### src/rtl/seg7_pkg.sv
// Shared constants for the scanned seven-segment reader.
// Hex letter patterns are only decoded when SEG7_HEX_EN is defined.
package seg7_pkg;

  localparam int NUM_DIGITS = 3;

  localparam int DIG_ONES  = 0;
  localparam int DIG_TENS  = 1;
  localparam int DIG_HUNDS = 2;

  localparam logic [6:0] SEG_0 = 7'b1000000;
  localparam logic [6:0] SEG_1 = 7'b1111001;
  localparam logic [6:0] SEG_2 = 7'b0100100;
  localparam logic [6:0] SEG_3 = 7'b0110000;
  localparam logic [6:0] SEG_4 = 7'b0011001;
  localparam logic [6:0] SEG_5 = 7'b0010010;
  localparam logic [6:0] SEG_6 = 7'b0000010;
  localparam logic [6:0] SEG_7 = 7'b1111000;
  localparam logic [6:0] SEG_8 = 7'b0000000;
  localparam logic [6:0] SEG_9 = 7'b0010000;

  localparam logic [6:0] SEG_HEX_A = 7'b0001000;
  localparam logic [6:0] SEG_HEX_B = 7'b0000011;
  localparam logic [6:0] SEG_HEX_C = 7'b1000110;
  localparam logic [6:0] SEG_HEX_D = 7'b0100001;
  localparam logic [6:0] SEG_HEX_E = 7'b0000110;
  localparam logic [6:0] SEG_HEX_F = 7'b0001110;

  localparam logic [6:0] SEG_BLANK = 7'b1111111;

endpackage

### src/rtl/seg7_pattern_decode.sv
// Active-low segment pattern to BCD digit, blank and invalid flags.
// Define SEG7_HEX_EN to also accept the A..F letter patterns.
module seg7_pattern_decode
  import seg7_pkg::*;
(
  input  logic [6:0] pattern,
  output logic [3:0] digit,
  output logic       blank,
  output logic       invalid
);

  always_comb begin
    digit   = 4'd0;
    blank   = 1'b0;
    invalid = 1'b0;
    unique case (pattern)
      SEG_0:     digit = 4'd0;
      SEG_1:     digit = 4'd1;
      SEG_2:     digit = 4'd2;
      SEG_3:     digit = 4'd3;
      SEG_4:     digit = 4'd4;
      SEG_5:     digit = 4'd5;
      SEG_6:     digit = 4'd6;
      SEG_7:     digit = 4'd7;
      SEG_8:     digit = 4'd8;
      SEG_9:     digit = 4'd9;
`ifdef SEG7_HEX_EN
      SEG_HEX_A: digit = 4'd10;
      SEG_HEX_B: digit = 4'd11;
      SEG_HEX_C: digit = 4'd12;
      SEG_HEX_D: digit = 4'd13;
      SEG_HEX_E: digit = 4'd14;
      SEG_HEX_F: digit = 4'd15;
`endif
      SEG_BLANK: blank = 1'b1;
      default:   invalid = 1'b1;
    endcase
  end

endmodule

### src/rtl/seg7_scan_reader.sv
// Reconstructs three BCD digits from a scanned active-low 7-seg bus.
// Hex letters are accepted only when SEG7_HEX_EN is defined.
module seg7_scan_reader
  import seg7_pkg::*;
#(
  parameter  int STABLE_CYCLES = 4,
  localparam int CNT_W = $clog2(STABLE_CYCLES + 1)
) (
  input  logic       iCLK,
  input  logic       iRST,
  input  logic [6:0] iSEG,
  input  logic [2:0] iDIG_SEL,
  output logic [3:0] oD1,
  output logic [3:0] oD2,
  output logic [3:0] oD3,
  output logic [2:0] oBLANK,
  output logic       oERR,
  output logic       oVALID,
  input  logic       iREADY,
  output logic       oDROP
);

  logic [6:0] seg_q;
  logic [2:0] sel_q;
  logic [CNT_W-1:0] cnt;

  logic [NUM_DIGITS-1:0][3:0] slot_dig;
  logic [NUM_DIGITS-1:0] slot_blank;
  logic [NUM_DIGITS-1:0] slot_inv;
  logic [NUM_DIGITS-1:0] seen;
  logic frame_err;

  logic [3:0] dec_dig;
  logic dec_blank;
  logic dec_inv;

  logic cap;
  logic slot_wr;
  logic sel_err;
  logic [1:0] slot;
  logic complete;
  logic free;

  seg7_pattern_decode u_dec (
    .pattern (seg_q),
    .digit   (dec_dig),
    .blank   (dec_blank),
    .invalid (dec_inv)
  );

  assign cap      = (cnt == CNT_W'(STABLE_CYCLES - 1));
  assign complete = &seen;
  assign free     = !oVALID || iREADY;

  always_comb begin
    slot_wr = 1'b0;
    sel_err = 1'b0;
    slot    = 2'(DIG_ONES);
    unique case (sel_q)
      3'b110: begin
        slot_wr = cap;
        slot    = 2'(DIG_ONES);
      end
      3'b101: begin
        slot_wr = cap;
        slot    = 2'(DIG_TENS);
      end
      3'b011: begin
        slot_wr = cap;
        slot    = 2'(DIG_HUNDS);
      end
      3'b111: ;
      default: sel_err = cap;
    endcase
  end

  // cnt counts how long the new sample has matched the previous one
  always_ff @(posedge iCLK) begin
    if (iRST) begin
      seg_q <= '0;
      sel_q <= '0;
      cnt   <= '0;
    end else begin
      seg_q <= iSEG;
      sel_q <= iDIG_SEL;
      if ({iSEG, iDIG_SEL} == {seg_q, sel_q}) begin
        if (cnt != CNT_W'(STABLE_CYCLES))
          cnt <= cnt + CNT_W'(1);
      end else begin
        cnt <= '0;
      end
    end
  end

  // completion takes priority: a capture in that cycle is dropped
  always_ff @(posedge iCLK) begin
    if (iRST) begin
      slot_dig   <= '0;
      slot_blank <= '0;
      slot_inv   <= '0;
      seen       <= '0;
      frame_err  <= 1'b0;
    end else if (complete) begin
      seen      <= '0;
      frame_err <= 1'b0;
    end else begin
      if (slot_wr) begin
        slot_dig[slot]   <= dec_dig;
        slot_blank[slot] <= dec_blank;
        slot_inv[slot]   <= dec_inv;
        seen[slot]       <= 1'b1;
      end
      if (sel_err)
        frame_err <= 1'b1;
    end
  end

  always_ff @(posedge iCLK) begin
    if (iRST) begin
      oD1    <= '0;
      oD2    <= '0;
      oD3    <= '0;
      oBLANK <= '0;
      oERR   <= 1'b0;
      oVALID <= 1'b0;
      oDROP  <= 1'b0;
    end else begin
      oDROP <= complete && !free;
      if (complete && free) begin
        oD1    <= slot_dig[DIG_ONES];
        oD2    <= slot_dig[DIG_TENS];
        oD3    <= slot_dig[DIG_HUNDS];
        oBLANK <= slot_blank;
        oERR   <= (|slot_inv) | frame_err;
        oVALID <= 1'b1;
      end else if (iREADY) begin
        oVALID <= 1'b0;
      end
    end
  end

endmodule
### config.mk
export PLATFORM = sky130hd
export DESIGN_NAME = seg7_scan_reader
export DESIGN_NICKNAME = d
export VERILOG_FILES = /design/src/rtl/seg7_pkg.sv /design/src/rtl/seg7_pattern_decode.sv /design/src/rtl/seg7_scan_reader.sv
export SDC_FILE = /design/constraint.sdc
export NUM_CORES = 1
export LEC_CHECK = 0
export CAP_MARGIN = 20
export CORE_AREA = 4 4 73 75
export CTS_CLUSTER_SIZE = 14
export DETAILED_ROUTE_END_ITERATION = 6
export DIE_AREA = 0 0 77 79
export PLACE_DENSITY = 0.72
export SLEW_MARGIN = 25
export SYNTH_ARGS = -nofsm -noshare
export SYNTH_HDL_FRONTEND = slang
export SYNTH_SLANG_ARGS = --single-unit
### constraint.sdc
create_clock -name iCLK -period 1.8 [get_ports iCLK]
set_clock_uncertainty 0.2 [all_clocks]
set_input_delay 0.36 -clock iCLK [delete_from_list [all_inputs] [get_ports iCLK]]
set_output_delay 0.36 -clock iCLK [all_outputs]
set_load 0.01 [all_outputs]
==> images/placement.png <==
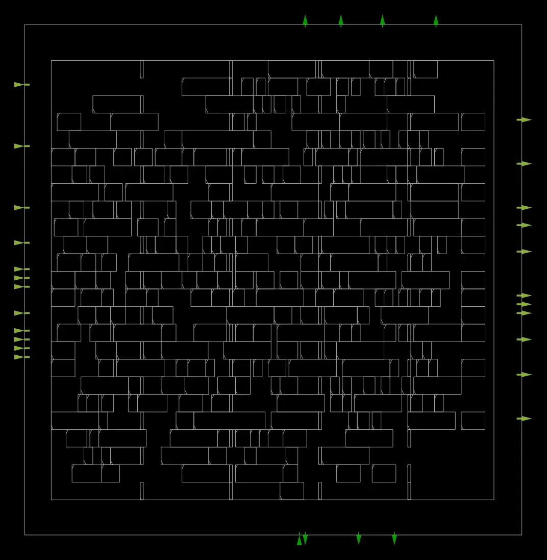
FP Rows: 25
Finished Layout Cells: 346
# fillers: 431
Flop Count: 53

==> images/placement_by_type.png <==
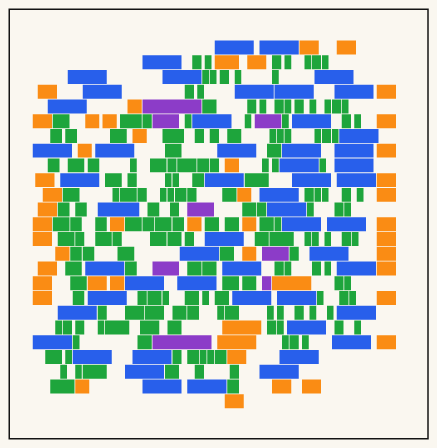
[blue] sequential cells | cells: 53
[orange] remaining buffers and delay cells | cells: 47
[green] combinational and other logic | cells: 184
[purple] clock drivers and dummy loads | cells: 8
sequential share of cell area: 38.02%
fin area: 2794 sq um

==> images/flops_by_reg.png <==
Scale bar: 20 microns. Other sequential cells in the stronger grey, the rest of the logic in the fainter grey.
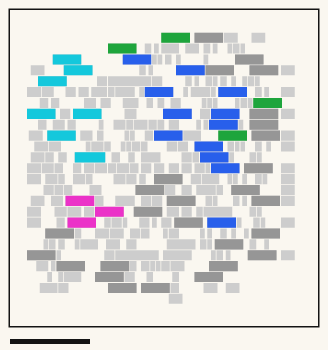
[cyan] seg_q | sequential cells: 7
[blue] slot_dig | sequential cells: 12
[green] oD1 | sequential cells: 4
[magenta] sel_q | sequential cells: 3
not coloured: 27
register area: 1062 sq um
Final Util: 59.95%

==> impl_metrics.toml <==
# synthesis and place-and-route metrics
[timing]
worst_slack_ps = -105.4
final-setup-viol-count = 6
maxSlewViolCount = 0
tightest_slew_ps = 595.1
period_used_pct = 105.9
relSlewSlack_pct = 59.96
rsz0062_at_grt = "true"

[synth]
ys.flops = 53
ys.flop_type = "dfxtp_1"
top_cells_by_area = "dfxtp_1, nand2_1, a21oi_1"
yosys_warnings = 0
synth.top_cell.area_share_pct = 48.76
yosys_area_sq_um = 2176
synth_adder_area_share_pct = 1.725
ys_types = 39

[hold_path]
whs_endpoint = "oD1[3]"
worstHoldPathType = "reg2reg"
holdPathStages = 2

[cts]
clkLatencyLatePin_ps = 300
ctsRootBufferMaster = "clkbuf_8"
clockBufferDepth = 2
cts_setup_buffers = 0
cts.sinks = 53
clkSlewWorstSetupHoldPaths_ps = 90

[global_route]
grt-ovfl-total = 0
grt_pass1_vias = 1594

[floorplan]
io_pins = 31
die_w_microns = 77

[finish]
syn_to_final_growth_pct = 28.41
diodes = 0
fin_nets = 307

[drt]
drt-pass1-iter-count = 5
vias = 1757
vias_per_cell = 5.078
wl_microns = 4238

[status]
status = "complete, but fails checks"
violations = "setup timing"

[place]
place_hpwl_microns = 3197
place_area_sq_um = 2640
port_buffers = 30

[critical_path]
r2r_end = "slot_dig[6]"
worst_ep_arrival_time_ps = 1930

[pwr]
power_frac_comb_pct = 6.7
-- metal layers --
metal / track usage, % / vias up / part of all wire, %
li1: - / 937 / -
met3: 3.968 / 5 / 4.7
met1: 17.45 / 781 / 47
met5: 0 / - / 0
met2: 25.44 / 34 / 47
met4: 4.270 / 0 / 1.1
-- worst max-delay path, stage by stage (launching register included) --
cell and delay, ps:
dfxtp_1 320, or4_4 530, or3_4 350, and2_1 200
a211oi_2 230
-- state kept, by name (all words and copies together), names as in the netlist, 3 cells and up --
name	count
seen	3
slot_inv	3
slot_blank	3
sel_q	3
slot_dig	12
oD1	4
cnt	3
seg_q	7
oD3	4
oBLANK	3
oD2	4
-- cells by family after synthesis --
logic type	Yosys count
and+or+nand+nor	110
DFF	53
xor gates and xnor gates	13
AOI/OAI and AO/OA	53
buffers and inverters	20
adders and majority gates	3
-- metrics by stage --
| step | TNS (ps) | worst slack [ps] |
|---|---|---|
| after floorplan | -734.5 | -132.9 |
| after global placement | -213.9 | -47.64 |
| after detailed placement | -381.2 | -66.42 |
| after CTS | -504.9 | -91.61 |
| after global routing | -1240 | -151.1 |
| final | -552.9 | -105.4 |
-- placed cells by master (no fill, tap or decap), types with 4 or more instances in the layout --
master | Yosys | layout
inv_1 | 5 | 5
dfxtp_1 | 53 | 52
clkbuf_8 | 0 | 5
nor2_1 | 7 | 7
nand2_1 | 55 | 54
xor2_1 | 11 | 11
a21oi_1 | 31 | 31
nand3_1 | 4 | 4
o21a_1 | 5 | 5
nand3b_1 | 6 | 6
buf_4 | 1 | 14
clkdlybuf4s50_1 | 0 | 29
nor3_1 | 5 | 5
nor2b_1 | 11 | 11
-- final cells by class --
| class | count | area, sq um |
|---|---|---|
| fill | 431 | 1867 |
| sequential | 53 | 1062 |
| multi-input combinational | 179 | 1044 |
| timing repair buffer | 47 | 467.9 |
| clock buffer | 5 | 68.82 |
| tap | 54 | 67.56 |
| clock inverter | 3 | 65.06 |
| inverter | 5 | 18.77 |
-- how the worst max path moves through the flow --
stage / from / endpoint / slack, ps / depth (start not counted)
floorplan: seg_q[3] / slot_dig[1] / -130 / 5
global placement: seg_q[3] / slot_dig[1] / -50 / 4
detailed placement: seg_q[3] / slot_dig[5] / -70 / 4
CTS: seg_q[3] / slot_dig[5] / -90 / 4
global route: seg_q[3] / slot_dig[1] / -150 / 4
finish: seg_q[3] / slot_dig[6] / -110 / 4
-- repair_timing --
action / 4_1_cts / 5_1_grt
hold buffers: 0 / 0
resized: 2 / 7
setup endpoints to repair: 9 / 19
-- power by group through the flow --
stage / clock [uW] / sequential, uW / combinational, uW
4_1_cts: 943 / 1200 / 152
3_5_place_dp: 0 / 1230 / 151
2_1_floorplan: 0 / 1220 / 92.1
3_3_place_gp: 0 / 1230 / 149
6_report: 921 / 1200 / 152
5_1_grt: 983 / 1200 / 166
Power and IR drop assume default switching activity.
